### Clock nets

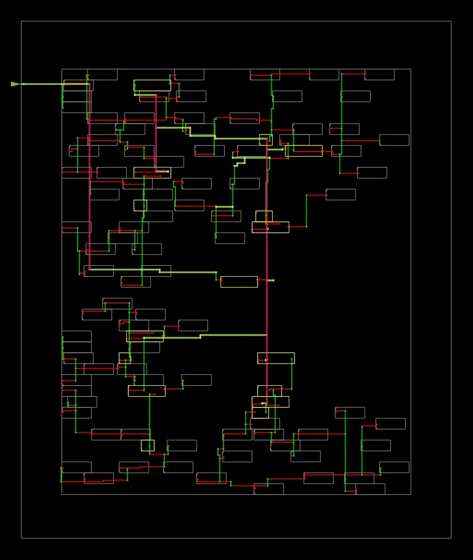
### Met2 routing

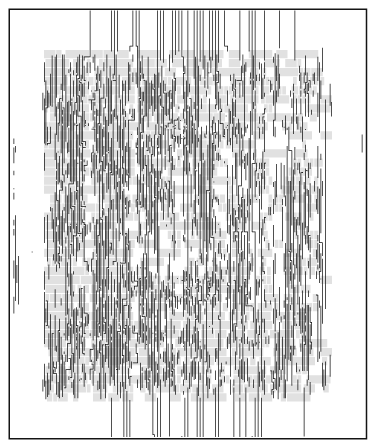
### Signal wires on met4

Bar = 20 um.
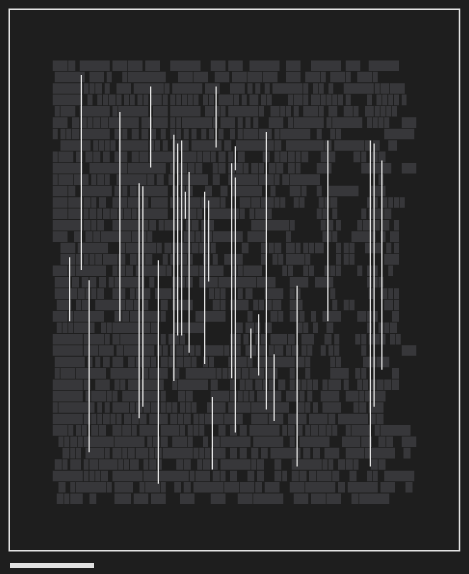
### Signal wires by layer

Two of the layers only.
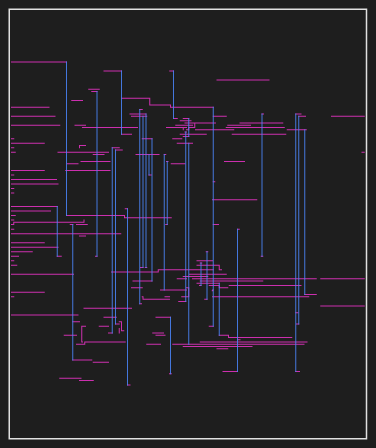
File: config.mk
export PLATFORM = sky130hd
export DESIGN_NAME = divisor
export DESIGN_NICKNAME = d
export VERILOG_FILES = /design/src/rtl/divisor.sv
export SDC_FILE = /design/constraint.sdc
export NUM_CORES = 1
export LEC_CHECK = 0
export ABC_AREA = 1
export CORE_ASPECT_RATIO = 1.25
export CORE_MARGIN = 10
export CORE_UTILIZATION = 59
export DETAILED_ROUTE_END_ITERATION = 10
export GPL_TIMING_DRIVEN = 0
export PLACE_DENSITY = 0.84
export SYNTH_ARGS = -nofsm -noshare
export SYNTH_HDL_FRONTEND = slang
export SYNTH_SLANG_ARGS = --single-unit
File: constraint.sdc
create_clock -name Clk -period 3.33 [get_ports Clk]
set_input_delay 0.333 -clock Clk [delete_from_list [all_inputs] [get_ports Clk]]
set_output_delay 0.333 -clock Clk [all_outputs]
set_load 0.05 [all_outputs]
File: src/rtl/divisor.sv
// ---------------------------------------------------------------------------
// divisor -- sequential unsigned restoring divider, 2N-bit / N-bit.
//
// A start request in IDLE or DONE captures the operands and enters CHECK.
// CHECK detects a quotient that will not fit in N bits (this includes a zero
// divisor) and finishes at once with Overflow=1. Otherwise DIV runs exactly
// N restoring steps, one per clock, and then the result is held in DONE.
//
// Handshake: St is a request level sampled only in IDLE and DONE. It is
// ignored in CHECK and DIV. Done is a level that stays high until the next
// start edge or reset. While Done=1 the Quociente, Resto and Overflow
// outputs are valid and stable. Busy is high exactly in CHECK and DIV.
//
// Ports
//   Clk          in   clock, rising edge
//   Reset        in   synchronous, active-low reset
//   St           in   start request
//   Dividendo    in   2N-bit unsigned dividend (captured at the start edge)
//   Divisor      in   N-bit unsigned divisor (captured at the start edge)
//   Quociente    out  N-bit quotient
//   Resto        out  N-bit remainder
//   Done         out  result valid
//   Busy         out  operation in progress
//   Overflow     out  divide by zero or quotient wider than N bits
//   dbg_state_o  out  current FSM state (0 IDLE, 1 CHECK, 2 DIV, 3 DONE)
// ---------------------------------------------------------------------------
module divisor #(
    parameter int N = 16
) (
    input  logic           Clk,
    input  logic           Reset,
    input  logic           St,
    input  logic [2*N-1:0] Dividendo,
    input  logic [N-1:0]   Divisor,
    output logic [N-1:0]   Quociente,
    output logic [N-1:0]   Resto,
    output logic           Done,
    output logic           Busy,
    output logic           Overflow,
    output logic [1:0]     dbg_state_o
);

    localparam int CW = $clog2(N) + 1;
    localparam logic [CW-1:0] LAST_STEP = CW'(N - 1);

    typedef enum logic [1:0] {
        IDLE  = 2'd0,
        CHECK = 2'd1,
        DIV   = 2'd2,
        DONE  = 2'd3
    } state_t;

    state_t          state_q;
    logic [2*N:0]    rq_q;     // [2N:N] partial remainder, [N-1:0] quotient bits
    logic [N-1:0]    dvs_q;
    logic [CW-1:0]   cnt_q;
    logic [N-1:0]    quo_q;
    logic [N-1:0]    rem_q;
    logic            done_q;
    logic            busy_q;
    logic            ovf_q;

    // One restoring step. The compare and subtract use the full N+1 upper
    // bits: after the shift the partial remainder can exceed 2^N - 1.
    logic [2*N:0]    shifted;
    logic [N:0]      upper;
    logic [N:0]      trial;
    logic            fits;
    logic [2*N:0]    step_d;

    always_comb begin
        shifted = {rq_q[2*N-1:0], 1'b0};
        upper   = shifted[2*N:N];
        trial   = upper - {1'b0, dvs_q};
        fits    = (upper >= {1'b0, dvs_q});
        step_d  = shifted;
        if (fits) begin
            step_d = {trial, shifted[N-1:1], 1'b1};
        end
    end

    always_ff @(posedge Clk) begin
        if (!Reset) begin
            state_q <= IDLE;
            rq_q    <= '0;
            dvs_q   <= '0;
            cnt_q   <= '0;
            quo_q   <= '0;
            rem_q   <= '0;
            done_q  <= 1'b0;
            busy_q  <= 1'b0;
            ovf_q   <= 1'b0;
        end else begin
            case (state_q)
                IDLE, DONE: begin
                    if (St) begin
                        rq_q    <= {1'b0, Dividendo};
                        dvs_q   <= Divisor;
                        cnt_q   <= '0;
                        quo_q   <= '0;
                        rem_q   <= '0;
                        done_q  <= 1'b0;
                        ovf_q   <= 1'b0;
                        busy_q  <= 1'b1;
                        state_q <= CHECK;
                    end
                end
                CHECK: begin
                    // Quotient fits in N bits only if the upper half of the
                    // dividend is strictly below the divisor.
                    if (rq_q[2*N-1:N] >= dvs_q) begin
                        quo_q   <= '0;
                        rem_q   <= '0;
                        ovf_q   <= 1'b1;
                        done_q  <= 1'b1;
                        busy_q  <= 1'b0;
                        state_q <= DONE;
                    end else begin
                        cnt_q   <= '0;
                        state_q <= DIV;
                    end
                end
                DIV: begin
                    rq_q  <= step_d;
                    cnt_q <= cnt_q + 1'b1;
                    if (cnt_q == LAST_STEP) begin
                        quo_q   <= step_d[N-1:0];
                        rem_q   <= step_d[2*N-1:N];
                        ovf_q   <= 1'b0;
                        done_q  <= 1'b1;
                        busy_q  <= 1'b0;
                        state_q <= DONE;
                    end
                end
                default: begin
                    state_q <= IDLE;
                end
            endcase
        end
    end

    assign Quociente   = quo_q;
    assign Resto       = rem_q;
    assign Done        = done_q;
    assign Busy        = busy_q;
    assign Overflow    = ovf_q;
    assign dbg_state_o = state_q;

endmodule

==> results_slide.txt <==
Synthesis and Place & Route Summary

Status
  – Status: complete, no violations

Worst setup path
  – Number of cells on the critical path: 12
  – Critical path class: register to register
  – Data arrival time at the worst-slack endpoint: 2.59 ns
  – Data required, critical path: between 3 and 4 ns
  – Delay contributed by the slowest stage of the critical path: 0.36 ns
  – Worst setup path end: Quociente[15]
  – Worst path slowest cell: o21ai_0
  – Critical R2R Capture: Quociente[15]
  – First element of the critical path: dvs_q[11]
  – Family with the most delay on the worst path: simple AND/OR/NAND/NOR gates
  – Reg2reg setup slack: 0.97 ns

Placement
  – Detail Placement HPWL: 14,400 um
  – Placement-stage worst setup slack: 1.06 ns
  – Port buffer count: 86
  – Routability Congestion: 0.928

Timing
  – Shortest period the worst path allows: roughly 2.4 ns
  – Setup repair after global routing missed its margin: no
  – Slew Limit Fails: 0
  – Setup violation total in the final timing report: 0
  – Number of hold violations in the final report: 0
  – Final setup TNS: 0 ns
  – Slew at the pin closest to its max-slew limit: 0.649 ns
  – Headroom to the max-slew limit: between 50% and 60%

Synth
  – Synth top area share: 32.2%
  – Complex-gate fraction of the synthesized area: between 10% and 20%
  – Mean cell area of the mapped netlist: 6.53 um2
  – Post-synthesis share of cell area spent on full adders, half adders and majority gates: 8.41%
  – Biggest area consumer among synthesized cells: dfxtp_1
  – Cell types occupying the most area after synthesis: dfxtp_1, nand2_1, a21oi_1, inv_1, ha_1
  – Chip area in the Yosys report: about 5600 um2
  – Leading cell types by count after synthesis: nand2_1, inv_1, a21oi_1, dfxtp_1, nor2_1
  – Dominant flop cell: dfxtp_1

Die
  – Tapcell Cnt: 123
  – Floorplan core area: 9220 um2
  – Initial Utilization: 60.7%
  – Die Y: 129 um
  – Total die size: 13,800 um2

Global routing
  – Via count of the first global-routing pass: between 5k and 6k
  – First-pass GRT wire length: 28,800 um
  – Peak-usage layer in the global routing report: met2
  – Met3 usage in global routing: 4.85%
  – GRT Residual Overflow: 0
  – Initial antenna violation count: 0
  – Maximum number of pins on one net before global-route repair: 19

Clocking
  – H-Tree Depth: 3
  – Num CTS Buffers: 9
  – CTS tree: done
  – Clock-pin slew on the worst setup and hold paths: 0.07 ns
  – Number of buffers between clock root and the deepest sink: 2
  – CTS resizes: 0
  – Cell chosen for the clock root: clkbuf_16
  – Post CTS Setup Buffer Count: 0
  – Clock latency on the worst-skew pair: roughly 0.35 ns
  – Post-cts hold buffer count: 0

Route
  – Initial DRC count: 442
  – Drt drc: 0
  – Wire length on met2: around 9000 um
  – Number of iterations in the first detailed-routing pass: 5
  – Post-detailed-route via-to-cell ratio: 5.45

Cells and area
  – Comb gate area: around 3100 um2
  – Filler cells: 725
  – Sequential fraction of total cell area: 26.1%
  – Clock network share of area: between 4 and 5%
  – Non-clock buffer share of cell area: between 10% and 20%
  – Fraction of final layout cells with drive strength greater than 1: between 7 and 8%
  – Diode count: 0
  – Total of plain and repair buffers excluding clock buffers: 122

Hold path
  – Min-Delay Startpoint: Reset
  – Min-Delay Path Depth: 3

Run
  – Maximum capacitance violations: 0
Back to the opening pictures, 'Clock nets':
number of clock buffers in the layout: 9
# clock sinks: 90

Back to the opening pictures, 'Met2 routing':
wire length on this layer: 9,000 um
nets with wire on the layer: 845

Back to the opening pictures, 'Signal wires on met4':
longest straight run: 77.5 um
main direction: vertical
share of all routed wire: 6.2%
nets with wire on the layer: 28

Back to the opening pictures, 'Signal wires by layer':
legend:
  M4:
    color: blue
    wire_length: 1,120 um
  M3:
    color: magenta
    wire_length: 1,100 um
via count: 5,895
Routed WL: 18,100 um
Routed wire per std cell: 16.7 um
overall routing resource usage: 26.0%

-- worst min-delay path, cell delays in order --
cell	delay, ns
clkbuf_1	0.21
o21ai_0	0.14
a31oi_1	0.05
-- per-stage QoR --
step / area, um2 / util (%) / instances / hold WS [ns]
after floorplan: 5600 / - / 857 / 0.456
after global placement: 6610 / 71.7 / 1066 / 0.453
after detailed placement: 6610 / 71.7 / 1066 / 0.467
after CTS: 6910 / 74.9 / 1082 / 0.417
after global routing: 6910 / 74.9 / 1082 / 0.481
final: 6910 / 74.9 / 1082 / 0.424
